===== config.mk =====
export PLATFORM = sky130hd
export DESIGN_NAME = cpu_run_controller
export DESIGN_NICKNAME = d
export VERILOG_FILES = /design/src/rtl/cpu_run_controller.sv
export SDC_FILE = /design/constraint.sdc
export NUM_CORES = 1
export LEC_CHECK = 0
export CORE_UTILIZATION = 39
export CTS_BUF_LIST = sky130_fd_sc_hd__clkbuf_8
export CTS_CLUSTER_SIZE = 20
export DETAILED_ROUTE_END_ITERATION = 12
export PLACE_DENSITY = 0.85
export SYNTH_ARGS = -nofsm -noshare
export SYNTH_HDL_FRONTEND = slang
export SYNTH_SLANG_ARGS = --single-unit

===== constraint.sdc =====
create_clock -name clk -period 2.55 [get_ports clk]
set_clock_uncertainty 0.15 [all_clocks]
set_input_delay 0.51 -clock clk [delete_from_list [all_inputs] [get_ports clk]]
set_output_delay 0.51 -clock clk [all_outputs]
set_load 0.05 [all_outputs]

===== src/rtl/cpu_run_controller.sv =====
// Run/halt/single-step sequencer for the single-cycle RISC-V core.
// Conditions the board switch/button, gates core commits via cpu_en and counts retired cycles.
module cpu_run_controller #(
    parameter int unsigned DEBOUNCE_CYCLES = 16,
    parameter logic [31:0] EBREAK_WORD     = 32'h00100073
) (
    input  logic        clk,
    input  logic        rst,
    input  logic        run_sw,
    input  logic        step_btn,
    input  logic        bp_en,
    input  logic [31:0] bp_addr,
    input  logic [31:0] pc,
    input  logic [31:0] instruction,
    output logic        cpu_en,
    output logic [1:0]  state,
    output logic [2:0]  halt_cause,
    output logic [31:0] retired_count
);

    localparam int unsigned CNT_W = $clog2(DEBOUNCE_CYCLES);
    localparam logic [CNT_W-1:0] CNT_MAX = CNT_W'(DEBOUNCE_CYCLES - 1);

    localparam logic [2:0] CAUSE_RESET = 3'd0;
    localparam logic [2:0] CAUSE_USER  = 3'd1;
    localparam logic [2:0] CAUSE_STEP  = 3'd2;
    localparam logic [2:0] CAUSE_BP    = 3'd3;
    localparam logic [2:0] CAUSE_EBRK  = 3'd4;

    typedef enum logic [1:0] {
        ST_HALT = 2'd0,
        ST_RUN  = 2'd1,
        ST_STEP = 2'd2
    } state_t;

    // Channel 0 is the run switch, channel 1 the step button.
    logic [1:0]            w_raw;
    logic [1:0]            r_sync1;
    logic [1:0]            r_sync2;
    logic [1:0]            r_deb;
    logic [1:0]            r_deb_prev;
    logic [1:0][CNT_W-1:0] r_cnt;

    state_t      r_state;
    logic [2:0]  r_halt_cause;
    logic        r_skip;
    logic [31:0] r_retired_count;

    logic        w_run_rise;
    logic        w_step_rise;
    logic        w_halt_now;
    logic [2:0]  w_halt_cause;
    logic        w_cpu_en;

    assign w_raw = {step_btn, run_sw};

    always_ff @(posedge clk or posedge rst) begin
        if (rst) begin
            r_sync1    <= '0;
            r_sync2    <= '0;
            r_deb      <= '0;
            r_deb_prev <= '0;
            r_cnt      <= '0;
        end else begin
            r_sync1    <= w_raw;
            r_sync2    <= r_sync1;
            r_deb_prev <= r_deb;
            for (int i = 0; i < 2; i++) begin
                if (r_sync2[i] == r_deb[i]) begin
                    r_cnt[i] <= '0;
                end else if (r_cnt[i] == CNT_MAX) begin
                    r_deb[i] <= r_sync2[i];
                    r_cnt[i] <= '0;
                end else begin
                    r_cnt[i] <= r_cnt[i] + 1'b1;
                end
            end
        end
    end

    assign w_run_rise  = r_deb[0] & ~r_deb_prev[0];
    assign w_step_rise = r_deb[1] & ~r_deb_prev[1];

    // Skip suppresses break checks on the first cycle so a resume at the break PC advances.
    always_comb begin
        w_halt_now   = 1'b0;
        w_halt_cause = CAUSE_RESET;
        if (r_state == ST_RUN && !r_skip) begin
            if (instruction == EBREAK_WORD) begin
                w_halt_now   = 1'b1;
                w_halt_cause = CAUSE_EBRK;
            end else if (bp_en && pc == bp_addr) begin
                w_halt_now   = 1'b1;
                w_halt_cause = CAUSE_BP;
            end else if (!r_deb[0]) begin
                w_halt_now   = 1'b1;
                w_halt_cause = CAUSE_USER;
            end
        end
    end

    assign w_cpu_en = (r_state == ST_RUN && !w_halt_now) || (r_state == ST_STEP);

    always_ff @(posedge clk or posedge rst) begin
        if (rst) begin
            r_state         <= ST_HALT;
            r_halt_cause    <= CAUSE_RESET;
            r_skip          <= 1'b0;
            r_retired_count <= '0;
        end else begin
            if (w_cpu_en) begin
                r_retired_count <= r_retired_count + 32'd1;
            end
            case (r_state)
                ST_HALT: begin
                    if (w_run_rise) begin
                        r_state <= ST_RUN;
                        r_skip  <= 1'b1;
                    end else if (w_step_rise) begin
                        r_state <= ST_STEP;
                        r_skip  <= 1'b1;
                    end
                end
                ST_RUN: begin
                    if (w_halt_now) begin
                        r_state      <= ST_HALT;
                        r_halt_cause <= w_halt_cause;
                    end else begin
                        r_skip <= 1'b0;
                    end
                end
                ST_STEP: begin
                    r_state      <= ST_HALT;
                    r_halt_cause <= CAUSE_STEP;
                    r_skip       <= 1'b0;
                end
                default: begin
                    r_state <= ST_HALT;
                end
            endcase
        end
    end

    assign cpu_en        = w_cpu_en;
    assign state         = r_state;
    assign halt_cause    = r_halt_cause;
    assign retired_count = r_retired_count;

endmodule


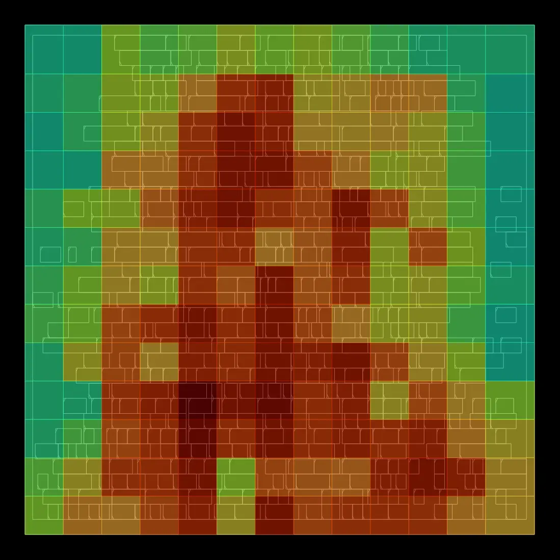
*Track usage over the die, run 1*
Post-Route Utilization: 71.9%
Total Routing Usage GR: 25.7%
Routed WL per cell: 21.3 microns

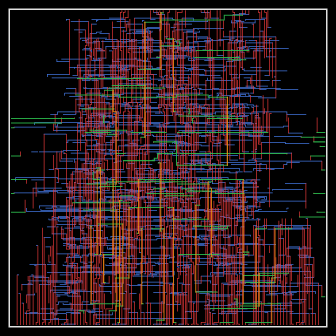
*Signal wires by layer, run 1*
metal 2: drawn in red, wire length 6890 microns. metal 4: drawn in orange, wire length 599 microns. metal 3: drawn in green, wire length 763 microns. metal 1: drawn in blue, wire length 4570 microns.
detailed-route via count: 3373
final wirelength: 12800 microns

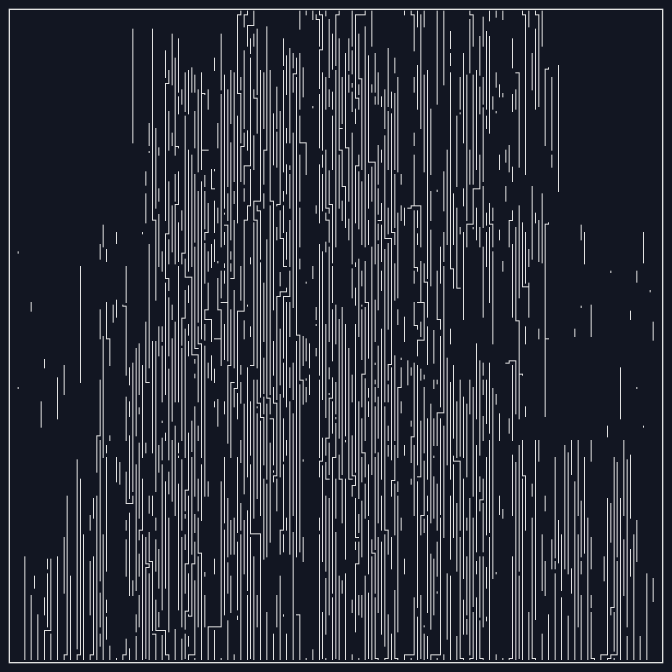
*M2 wires, run 1*
The wires run mostly vertical. The layer holds 54% of the routed length. 570 nets have wire on it. The layer carries 6890 microns of wire.

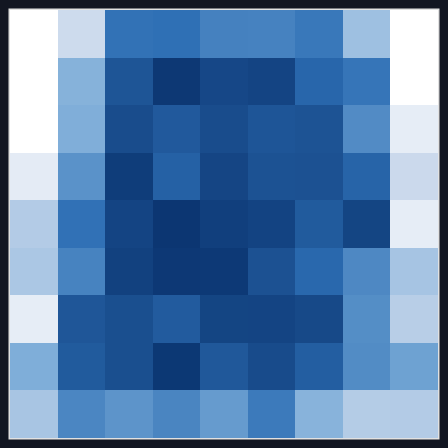
*Local utilization, run 1*
9 x 9 tiles, from white (low) to dark blue (high), 0 to 100% covered.
48% of the tiles are over 75% full. The fullest tile reaches 98%. The emptiest ninth of the die: top left. The densest ninth of the die: middle.

==> design notes, run 1 <==
Launching element of the worst setup path: bp_addr[13]. Of all cell types, the one taking the most synthesized area is dfrtp_1. The logs give 60.4% for the worst-case headroom to the max-slew limit and 297 for the post-synthesis cell count from yosys. The number of ordinary inverters in the final layout is 13. In the layout the commonest cells are dfrtp_1, buf_4, clkdlybuf4s50_1. Sorting the synthesized cells by how often they occur yields xor2_1, dfrtp_1, nor4_1, nand2_1, inv_1. Share of cell area taken by multi-input logic gates: 39.6%. The timing report attributes the biggest portion of critical-path delay to AND-OR/OR-AND gates. The tools report the hold path startpoint as r_sync1[0]$_DFF_PP0_. The total number of nets in the final design came out at 605. The tools report the worst setup slack after placement as -729 ps. The tools report the met1 layer wirelength in the final routing as 4570 microns.

The flip-flop count of the largest register, all copies and words added came out at 32. The tools report the area of the die as 8390 sq um. The terminating pin of the worst hold path was r_sync2[0]$_DFF_PP0_.

The antenna diode instance count was 1. Per the breakdown, switching nets consume 31.4% of all power. On met2, the global router reports a usage of 46.6%.

Hold-check failures listed in the final report amount to 0. Power attributed to the clock group is 0.000509 W. Of the total power, registers draw 45.2%. Area of all placed cells without fillers: 5550 sq um. The flow reports that combinational logic draws 30.1% of the design power. The run gives 0.000620 W for the power in combinational cells. The global-route congestion overflow total was 0. In this run, placement finished with an instance count of 568.

The logs give 4890 sq um for the placement-stage cell area and 139 for the number of I/O pins. The flow ran to the end, but the final reports show violations. The script extracted a net switching power of 0.000646 W. For this run, design rule violations remaining after detail routing come to 0. After synthesis, the largest family of logic cells by area is simple AND/OR/NAND/NOR gates. The tools report the number of clock-tree buffers in the layout as 6.

The flow reports an fmax of 340 MHz. Endpoint of the worst register-to-register path: retired_count[29]$_DFFE_PP0P_. The initial antenna violation count came out at 1.

Note, the detailed placer reported a final HPWL of 7310 microns. The report lists the power per cell area as 371 nW/um^2. The checks that failed: negative setup slack. After detailed routing, no signal wire sits above met4. The XOR/XNOR share of the synthesized area works out to 18.7%.

The transition time recorded at the tightest slew-check pin is 592 ps. The run gives 229 as the number of DRC violations after detailed-routing iteration 0. The delay of the slowest cell on the worst path is 450 ps, and the post-route worst setup slack is -391 ps.

The run gives 43.1% for the area share of the largest cell type after synthesis. The cell count of the worst reg-to-reg path is 9. Largest fanout on the critical path: 2.

For the combinational cell area excluding buffers and inverters, the log shows 2200 sq um. After layout, the design draws a total of 0.00206 W. After layout, the worst path uses 115% of the clock period.

In the detailed route, the total length drawn on met3 is 763 microns. The run gives 2.51 nW as the static leakage. The first global-routing pass estimated 16600 microns of wire.

The CTS report gives the tree buffer count as 5. The layout contains a multi-input combinational cell count of 224. The non-clock buffering overhead in the final layout was 31.0%. TritonCTS built the clock tree.

In this run the layout overhead on the synthesized area is reported as 77.3%. The number of sequential cells reported for the layout is 54. Synthesis inferred 54 register bits. For this run, the final setup violation count is recorded as 36.

The worst hold path depth came out at 0. Per STA, the endpoint of the critical path is cpu_en. The maximum vdd ir drop was 0.282 mV; the number of cells in the finished layout apart from fillers was 601.

The run gives 32 for the OpenROAD warning count. The total sequential power is 0.000930 W, and the share of async-settable or async-resettable flops after synthesis is 100%. The skew report gives the latency at the later pin of the worst-skew pair as 320 ps. The filler cell count was 494.

The worst setup path is of the in2out kind. The maximum clock insertion buffer count was 2; the first-pass detailed-route iteration total was 5. Setup repair after global routing could not meet its margin everywhere.

Per the run summary, max-cap violations total 0. In this run the worst hold path is classified as reg2reg. The logs give 1890 ps for the required time of the critical path and 0.839 for the routability congestion estimate. The smallest clock period supported by the final layout is computed as 2940 ps. The tools report the cell at the root of the clock tree as clkbuf_8.

For flop-to-flop paths, the worst setup slack is -60 ps. Nets still carrying antenna violations after routing amount to 0. Share of cells above drive strength 1: 39.4%.
==> run 2, diff against run 1 <==
SLEW_MARGIN = 10   (was unset)
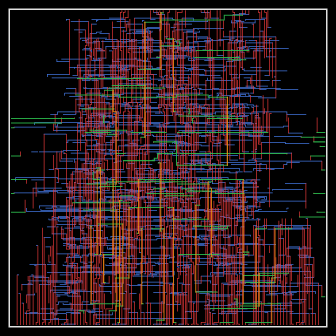
*Signal wires by layer, run 2*
metal 1: drawn in blue, wire length 4570 microns. metal 4: drawn in orange, wire length 599 microns. metal 3: drawn in green, wire length 763 microns. metal 2: drawn in red, wire length 6890 microns.

==> design notes, run 2 <==
The flow ran to the end, but the final reports show violations. The checks that failed: negative setup slack. With the post-route worst setup slack at -391 ps (unchanged), the actual transition at the worst max-transition pin is 592 ps (unchanged). The tools report the count of multi-input gates as 224 (unchanged). By count the netlist is led by xor2_1, dfrtp_1, nor4_1, nand2_1, inv_1.

Post-synthesis cell count from yosys: 297 (unchanged). The run gives -729 ps (unchanged) as the worst setup slack after placement. The run gives 7310 microns (unchanged) for the detailed-placement wirelength estimate. The run gives 601 (unchanged) as the number of cells in the finished layout apart from fillers. The run gives 229 (unchanged) as the number of DRC violations after detailed-routing iteration 0. The largest fanout on the critical path was 2 (unchanged).

The tools report the maximum vdd ir drop as 0.282 mV (unchanged). Launching element of the worst setup path: bp_addr[13]. For the number of endpoints with negative hold slack in the final report, the log shows 0 (unchanged).

Setup repair after global routing could not meet its margin everywhere. The share of cell area taken by multi-input logic gates works out to 39.6% (unchanged). The final wirelength is 12800 microns (unchanged). The worst setup path is of the in2out kind.

The area share of the largest cell type after synthesis was 43.1% (unchanged); the number of violations of the max-capacitance limit was 0 (unchanged). The tools report the global router's overall resource usage as 25.7% (unchanged). The endpoint of the worst register-to-register path is retired_count[29]$_DFFE_PP0P_. With the first-pass detailed-route iteration total at 5 (unchanged), the number of clock-tree buffers in the layout is 6 (unchanged). The class of the worst hold path is reg2reg. The fraction of the cycle the final worst path needs is 115% (unchanged). The flip-flop count of the largest register, all copies and words added is 32 (unchanged), and the global-route track usage on met2 is 46.6% (unchanged). The routability congestion estimate came out at 0.839 (unchanged). The time the worst path needs with I/O delays and setup is 2940 ps (unchanged). The uppermost metal layer occupied by signal nets was met4. The biggest combinational cell group after synthesis was simple AND/OR/NAND/NOR gates. The logs give 568 (unchanged) for the placed instance count and 0 (unchanged) for the tally of nets with antenna violations remaining after routing.

The worst hold path depth is 0 (unchanged). The total number of nets in the final design was 605 (unchanged). The maximum clock insertion buffer count is 2 (unchanged).

The run gives 0.000620 W (about the same) as the power in combinational cells. The run gives 2.51 nW (unchanged) for the static leakage. Per the hold report, the tightest min-delay path originates at r_sync1[0]$_DFF_PP0_. The run gives 16600 microns (unchanged) for the global-route wire length before repair. The most critical setup path has its endpoint at cpu_en. Non-clock buffering overhead in the final layout: 31.0% (unchanged). Placement-stage cell area: 4890 sq um (unchanged). With the final setup violation count at 36 (unchanged), the cell count of the worst reg-to-reg path is 9 (unchanged).

The logs give 8390 sq um (unchanged) for the area of the die and 3373 (unchanged) for the via count. TritonCTS built the clock tree. The average wire length per cell after detail routing works out to 21.3 microns (unchanged).

The run gives 1890 ps (about the same) for the required time of the critical path. The share of power burned in registers came out at 45.2% (about the same). The area growth from synthesis to layout is 77.3% (unchanged), and the antenna diode instance count is 1 (unchanged). The reg2reg setup slack is -60 ps (about the same), and the area of all placed cells without fillers is 5550 sq um (unchanged). For the share of total power in combinational logic, the log shows 30.1% (about the same). For the combinational cell area excluding buffers and inverters, the log shows 2200 sq um (unchanged). The worst-skew pair later-pin latency was 320 ps (about the same). The cell area power density is 371 nW/um^2 (unchanged). The logs give 340 MHz (unchanged) for the peak clock frequency supported by timing and 763 microns (unchanged) for the sum of met3 wire segment lengths after detailed routing. The switching share of power came out at 31.4% (unchanged).
### Local utilization, run 2

9 x 9 tiles, from white (low) to dark blue (high), 0 to 100% covered.
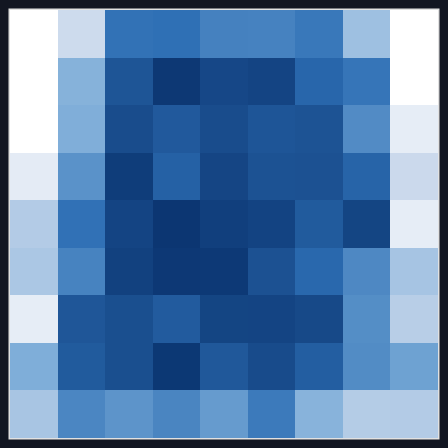

==> run 3, diff against run 2 <==
HOLD_SLACK_MARGIN = 0.02   (was unset)
PLACE_DENSITY = 0.86   (was 0.85)
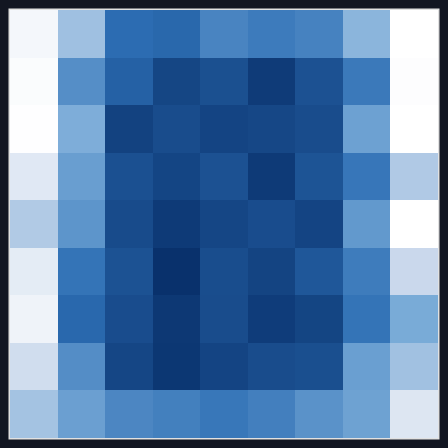
*Local utilization, run 3*
9 x 9 tiles, from white (low) to dark blue (high), 0 to 100% covered.
6.2% of the tiles are nearly empty. The mean over all tiles is 64%. The fullest tile reaches 100%. The densest ninth of the die: middle. 47% of the tiles are over 75% full.

==> design notes, run 3 <==
The flow ran to the end, but the final reports show violations. The final reports fail on negative setup slack. The average wire length per cell after detail routing was 19.3 microns (-9.7%). The run gives 310 ps (about the same) as the worst-skew pair later-pin latency. The logs give 11600 microns (-9.4%) for the final wirelength and 16400 microns (-0.79%) for the global-route wire length before repair. The tools report the share of power burned in registers as 44.5% (-0.7 points).

Class of the worst hold path: reg2reg. Setup repair after global routing could not meet its margin everywhere. The switching share of power works out to 29.3% (-2.0 points). For the maximum clock insertion buffer count, the log shows 2 (unchanged).

The placed instance count was 567 (-0.18%); the required time of the critical path was 1890 ps (about the same). Number of DRC violations after detailed-routing iteration 0: 170 (-26%). The placement-stage cell area came out at 4890 sq um (+0.10%). The run gives 675 ps (+82.4 ps) for the actual transition at the worst max-transition pin.

The logs give 224 (unchanged) for the count of multi-input gates and 603 (+0.33%) for the number of cells in the finished layout apart from fillers. The global router's overall resource usage came out at 25.0% (-0.65 points). The reg2reg setup slack was -30 ps (+30 ps). Static leakage: 2.53 nW (+0.88%).

The time the worst path needs with I/O delays and setup was 2810 ps (-127 ps). The run gives -264 ps (+127 ps) as the post-route worst setup slack. The run gives 0 (unchanged) as the tally of nets with antenna violations remaining after routing. Per the detail_route log, the uppermost layer with routed signals is met4. With the flip-flop count of the largest register, all copies and words added at 32 (unchanged), the final setup violation count is 29 (-19%). The tools report the worst setup slack after placement as -725 ps (+3.59 ps).

The run gives 509 microns (-33%) as the sum of met3 wire segment lengths after detailed routing. The worst setup path is of the in2out kind. The logs give 28.8% (-1.3 points) for the share of total power in combinational logic and 45.3% (-1.3 points) for the global-route track usage on met2. The tools report the combinational cell area excluding buffers and inverters as 2200 sq um (+0.23%).

Routability congestion estimate: 0.838 (-0.12%). The commonest cells after synthesis are xor2_1, dfrtp_1, nor4_1, nand2_1, inv_1. The area of the die is 8390 sq um (unchanged). The cell area power density came out at 378 nW/um^2 (+1.9%). According to the timing report, the critical path is launched from pc[6]. The run gives 43.1% (unchanged) for the area share of the largest cell type after synthesis. The fraction of the cycle the final worst path needs is 110% (-5.0 points), and the maximum vdd ir drop is 0.362 mV (+29%). The antenna diode instance count was 0 (-1).

The biggest combinational cell group after synthesis was simple AND/OR/NAND/NOR gates. For the post-synthesis cell count from yosys, the log shows 297 (unchanged). For reference, the critical path is captured by cpu_en. The area growth from synthesis to layout was 76.6%. The number of endpoints with negative hold slack in the final report is 0 (unchanged). The number of violations of the max-capacitance limit is 0 (unchanged).

The share of cell area taken by multi-input logic gates is 39.8% (+0.24 points), and the largest fanout on the critical path is 3 (+1). The run gives 355 MHz (+4.5%) as the peak clock frequency supported by timing. The endpoint of the worst register-to-register path is retired_count[17]$_DFFE_PP0P_.
Power and IR drop assume default switching activity.
